--- config.mk ---
export PLATFORM = sky130hd
export DESIGN_NAME = pipeline_hazard_ctrl
export DESIGN_NICKNAME = d
export VERILOG_FILES = /design/src/rtl/misc_pipe_pkg.sv /design/src/rtl/fwd_unit.sv /design/src/rtl/pipeline_hazard_ctrl.sv
export SDC_FILE = /design/constraint.sdc
export NUM_CORES = 1
export LEC_CHECK = 0
export ABC_AREA = 1
export ABC_CLOCK_PERIOD_IN_PS = 2800
export CAP_MARGIN = 20
export CELL_PAD_IN_SITES_DETAIL_PLACEMENT = 0
export CELL_PAD_IN_SITES_GLOBAL_PLACEMENT = 1
export CORE_MARGIN = 4
export CORE_UTILIZATION = 32
export DETAILED_ROUTE_END_ITERATION = 10
export PLACE_DENSITY = 0.89
export SETUP_SLACK_MARGIN = 0.02
export SLEW_MARGIN = 20
export SYNTH_ARGS = -nofsm -noshare
export SYNTH_HDL_FRONTEND = slang
export SYNTH_SLANG_ARGS = --single-unit
--- constraint.sdc ---
create_clock -name CLK -period 2.8 [get_ports CLK]
set_clock_uncertainty 0.2 [all_clocks]
set_input_delay 0.84 -clock CLK [delete_from_list [all_inputs] [get_ports CLK]]
set_output_delay 0.84 -clock CLK [all_outputs]
set_load 0.02 [all_outputs]
--- src/rtl/misc_pipe_pkg.sv ---
// Shared types and constants for the pipeline hazard controller: FSM states,
// operand forward-select codes, and the bundle of pipeline-register controls.
package misc_pipe_pkg;

    typedef enum logic [1:0] {
        ST_RUN     = 2'd0,
        ST_MEMWAIT = 2'd1,
        ST_ABORT   = 2'd2
    } state_t;

    typedef logic [1:0] fwd_sel_t;

    localparam fwd_sel_t FWD_REGFILE = 2'b00;
    localparam fwd_sel_t FWD_MEM     = 2'b10;
    localparam fwd_sel_t FWD_WB      = 2'b01;

    localparam int DEFAULT_MEM_TIMEOUT = 255;
    localparam int WAIT_CNT_W          = 8;

    typedef struct packed {
        logic pc_write;
        logic ifid_write;
        logic idex_write;
        logic exmem_write;
        logic memwb_write;
        logic ifid_flush;
        logic idex_flush;
    } pipe_ctrl_t;

    localparam pipe_ctrl_t CTRL_RESET  = 7'b0000011;
    localparam pipe_ctrl_t CTRL_FREEZE = 7'b0000000;
    localparam pipe_ctrl_t CTRL_NORMAL = 7'b1111100;

endpackage

--- src/rtl/fwd_unit.sv ---
// EX operand forward select: the newer MEM result wins over WB; register 0
// is hard-wired and never forwarded.
module fwd_unit
    import misc_pipe_pkg::*;
#(
    parameter int REG_W = 4
) (
    input  logic [REG_W-1:0] rs,
    input  logic [REG_W-1:0] mem_rd,
    input  logic             mem_reg_write,
    input  logic [REG_W-1:0] wb_rd,
    input  logic             wb_reg_write,
    output fwd_sel_t         sel
);

    always_comb begin
        sel = FWD_REGFILE;
        if (mem_reg_write && (mem_rd != '0) && (mem_rd == rs)) begin
            sel = FWD_MEM;
        end else if (wb_reg_write && (wb_rd != '0) && (wb_rd == rs)) begin
            sel = FWD_WB;
        end
    end

endmodule

--- src/rtl/pipeline_hazard_ctrl.sv ---
// Five-stage pipeline hazard controller: memory-wait stall with timeout abort,
// branch flush, load-use interlock, operand forwarding and a stall counter.
module pipeline_hazard_ctrl
    import misc_pipe_pkg::*;
#(
    parameter int REG_W       = 4,
    parameter int MEM_TIMEOUT = DEFAULT_MEM_TIMEOUT
) (
    input  logic             CLK,
    input  logic             Reset,
    input  logic [REG_W-1:0] IDRs1,
    input  logic [REG_W-1:0] IDRs2,
    input  logic             IDUsesRs1,
    input  logic             IDUsesRs2,
    input  logic [REG_W-1:0] EXRs1,
    input  logic [REG_W-1:0] EXRs2,
    input  logic [REG_W-1:0] EXRd,
    input  logic             EXMemRead,
    input  logic             BranchTaken,
    input  logic [REG_W-1:0] MEMRd,
    input  logic             MEMRegWrite,
    input  logic             MemReq,
    input  logic             MemReady,
    input  logic [REG_W-1:0] WBRd,
    input  logic             WBRegWrite,
    output logic             PCWrite,
    output logic             IFIDWrite,
    output logic             IDEXWrite,
    output logic             EXMEMWrite,
    output logic             MEMWBWrite,
    output logic             IFIDFlush,
    output logic             IDEXFlush,
    output logic [1:0]       ForwardA,
    output logic [1:0]       ForwardB,
    output logic             MemErr,
    output logic [15:0]      StallCycles
);

    state_t                state;
    logic [WAIT_CNT_W-1:0] wait_cnt;
    logic                  mem_err_q;
    logic [15:0]           stall_q;

    pipe_ctrl_t ctrl;
    logic       mem_stall;
    logic       load_use;
    logic       timeout_hit;
    fwd_sel_t   fwd_a;
    fwd_sel_t   fwd_b;

    // NOTE: every signal assigned in always_comb gets a default first so no path infers a latch.
    always_comb begin
        mem_stall = ((state == ST_RUN) && MemReq && !MemReady) ||
                    ((state == ST_MEMWAIT) && !MemReady);
        load_use  = EXMemRead && (EXRd != '0) &&
                    ((IDUsesRs1 && (IDRs1 == EXRd)) || (IDUsesRs2 && (IDRs2 == EXRd)));
        timeout_hit = (state == ST_MEMWAIT) && !MemReady &&
                      (({1'b0, wait_cnt} + 9'd1) >= 9'(MEM_TIMEOUT));

        ctrl = CTRL_NORMAL;
        if (Reset) begin
            ctrl = CTRL_RESET;
        end else if (mem_stall) begin
            ctrl = CTRL_FREEZE;
        end else if (state == ST_ABORT) begin
            ctrl.memwb_write = 1'b0;
        end else if (BranchTaken) begin
            // Reached in RUN or in the MEMWAIT release cycle; EX was held, so a deferred branch lands here.
            ctrl.ifid_flush = 1'b1;
            ctrl.idex_flush = 1'b1;
        end else if ((state == ST_RUN) && load_use) begin
            ctrl.pc_write   = 1'b0;
            ctrl.ifid_write = 1'b0;
            ctrl.idex_flush = 1'b1;
        end
    end

    // NOTE: sequential state uses non-blocking assignments so every register samples pre-edge values.
    always_ff @(posedge CLK) begin
        if (Reset) begin
            state     <= ST_RUN;
            wait_cnt  <= '0;
            mem_err_q <= 1'b0;
            stall_q   <= '0;
        end else begin
            if (!ctrl.pc_write && (stall_q != 16'hFFFF)) begin
                stall_q <= stall_q + 16'd1;
            end
            unique case (state)
                ST_RUN: begin
                    if (MemReq && !MemReady) begin
                        state    <= ST_MEMWAIT;
                        wait_cnt <= '0;
                    end
                end
                ST_MEMWAIT: begin
                    if (MemReady) begin
                        state <= ST_RUN;
                    end else if (timeout_hit) begin
                        state     <= ST_ABORT;
                        mem_err_q <= 1'b1;
                    end else begin
                        wait_cnt <= wait_cnt + 8'd1;
                    end
                end
                ST_ABORT: state <= ST_RUN;
                default:  state <= ST_RUN;
            endcase
        end
    end

    fwd_unit #(.REG_W(REG_W)) u_fwd_a (
        .rs            (EXRs1),
        .mem_rd        (MEMRd),
        .mem_reg_write (MEMRegWrite),
        .wb_rd         (WBRd),
        .wb_reg_write  (WBRegWrite),
        .sel           (fwd_a)
    );

    fwd_unit #(.REG_W(REG_W)) u_fwd_b (
        .rs            (EXRs2),
        .mem_rd        (MEMRd),
        .mem_reg_write (MEMRegWrite),
        .wb_rd         (WBRd),
        .wb_reg_write  (WBRegWrite),
        .sel           (fwd_b)
    );

    assign PCWrite     = ctrl.pc_write;
    assign IFIDWrite   = ctrl.ifid_write;
    assign IDEXWrite   = ctrl.idex_write;
    assign EXMEMWrite  = ctrl.exmem_write;
    assign MEMWBWrite  = ctrl.memwb_write;
    assign IFIDFlush   = ctrl.ifid_flush;
    assign IDEXFlush   = ctrl.idex_flush;
    assign ForwardA    = Reset ? FWD_REGFILE : fwd_a;
    assign ForwardB    = Reset ? FWD_REGFILE : fwd_b;
    // Status outputs read as cleared for the whole time Reset is held, not only after the edge.
    assign MemErr      = mem_err_q & ~Reset;
    assign StallCycles = Reset ? 16'd0 : stall_q;

endmodule

### Metal 1

The bar under the picture is 20 um long. Cells faint in the background.
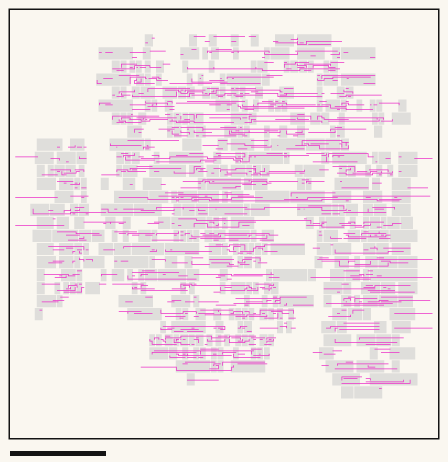
The layer holds 45% of the routed length. 399 nets have wire on it.
final WL: 6.12 mm
vias: 2415
met1 Use GR: 0.214

==> results.cfg <==
; implementation run metrics
[yosys]
synth-edff-count = 0
ys_types = 32
ys_sh_simple = 0.418
async_flop_share = 0
syn_area_um2 = 2120
synth_flops = 27
synthFlopType = dfxtp_1

[final_layout]
finish.instance_area_um2 = 3250

[setup_path]
cp-start-kind = primary input
crit_path_start = MEMRd[1]
cp_max_fo = 2

[sta]
finalWorstSetupSlack_ns = -0.0910
setup_violations = 4
fin_crit_ns = 2.89
slew_violations = 0
finalHoldViolCount = 0

[job]
warning_count = 30

[floorplanning]
rows = 29

[run_status]
violations = setup timing
status = finished, violations left

[global_routing]
antenna_found_initial = 0

[routing]
firstDrtPassIters = 4
drt_iter0_markers = 154
detail_route.wl_per_cell_um = 12.2
drc = 0

[clock_tree]
clock_latency_ns = 0.28
cts_resized = 248
cts_sinks = 27

[power_and_ir_drop]
leakagePower_nw = 1.45
pg_comb_uw = 313
p_per_area_nw_per_um2 = 295
ir_drop_uv = 176

[placed_design]
dp_hpwl_mm = 4.75
dpl_cell_area_um2 = 3090
### M2 wires

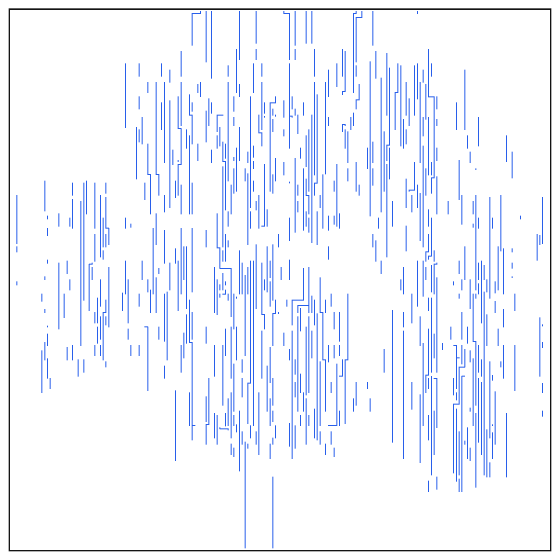
The layer carries 2800 um of wire. The layer holds 46% of the routed length.
GR Util met2: 0.256

==> critical path: stages <==
cell	delay, ns
buf_8	0.10
buf_6	0.11
xor2_1	0.15
nor2_1	0.12
nand2_1	0.11
buf_6	0.13
nor3_4	0.16
buf_6	0.14
==> placed cells by master, fill, tap and decap left out, drive strengths merged <==
cell type	count
nor2	74
clkinvlp	1
o21bai	3
o21ai	7
clkbuf	12
xnor2	10
dlygate4sd2	4
a21oi	18
a31oi	1
nand3	35
nand2	66
inv	33
xor2	24
nor4	1
ha	3
clkinv	1
nor3	10
clkdlybuf4s15	9
o41ai	2
dfxtp	27
nand3b	5
buf	73
nand4	5
==> layer usage <==
metal	vias to the layer above	track usage	share of wire
li1	1249	-	-
met1	1088	0.214	0.45
met2	74	0.256	0.46
met3	4	0.0249	0.082
met4	0	0.0325	0.0090
met5	-	0	0
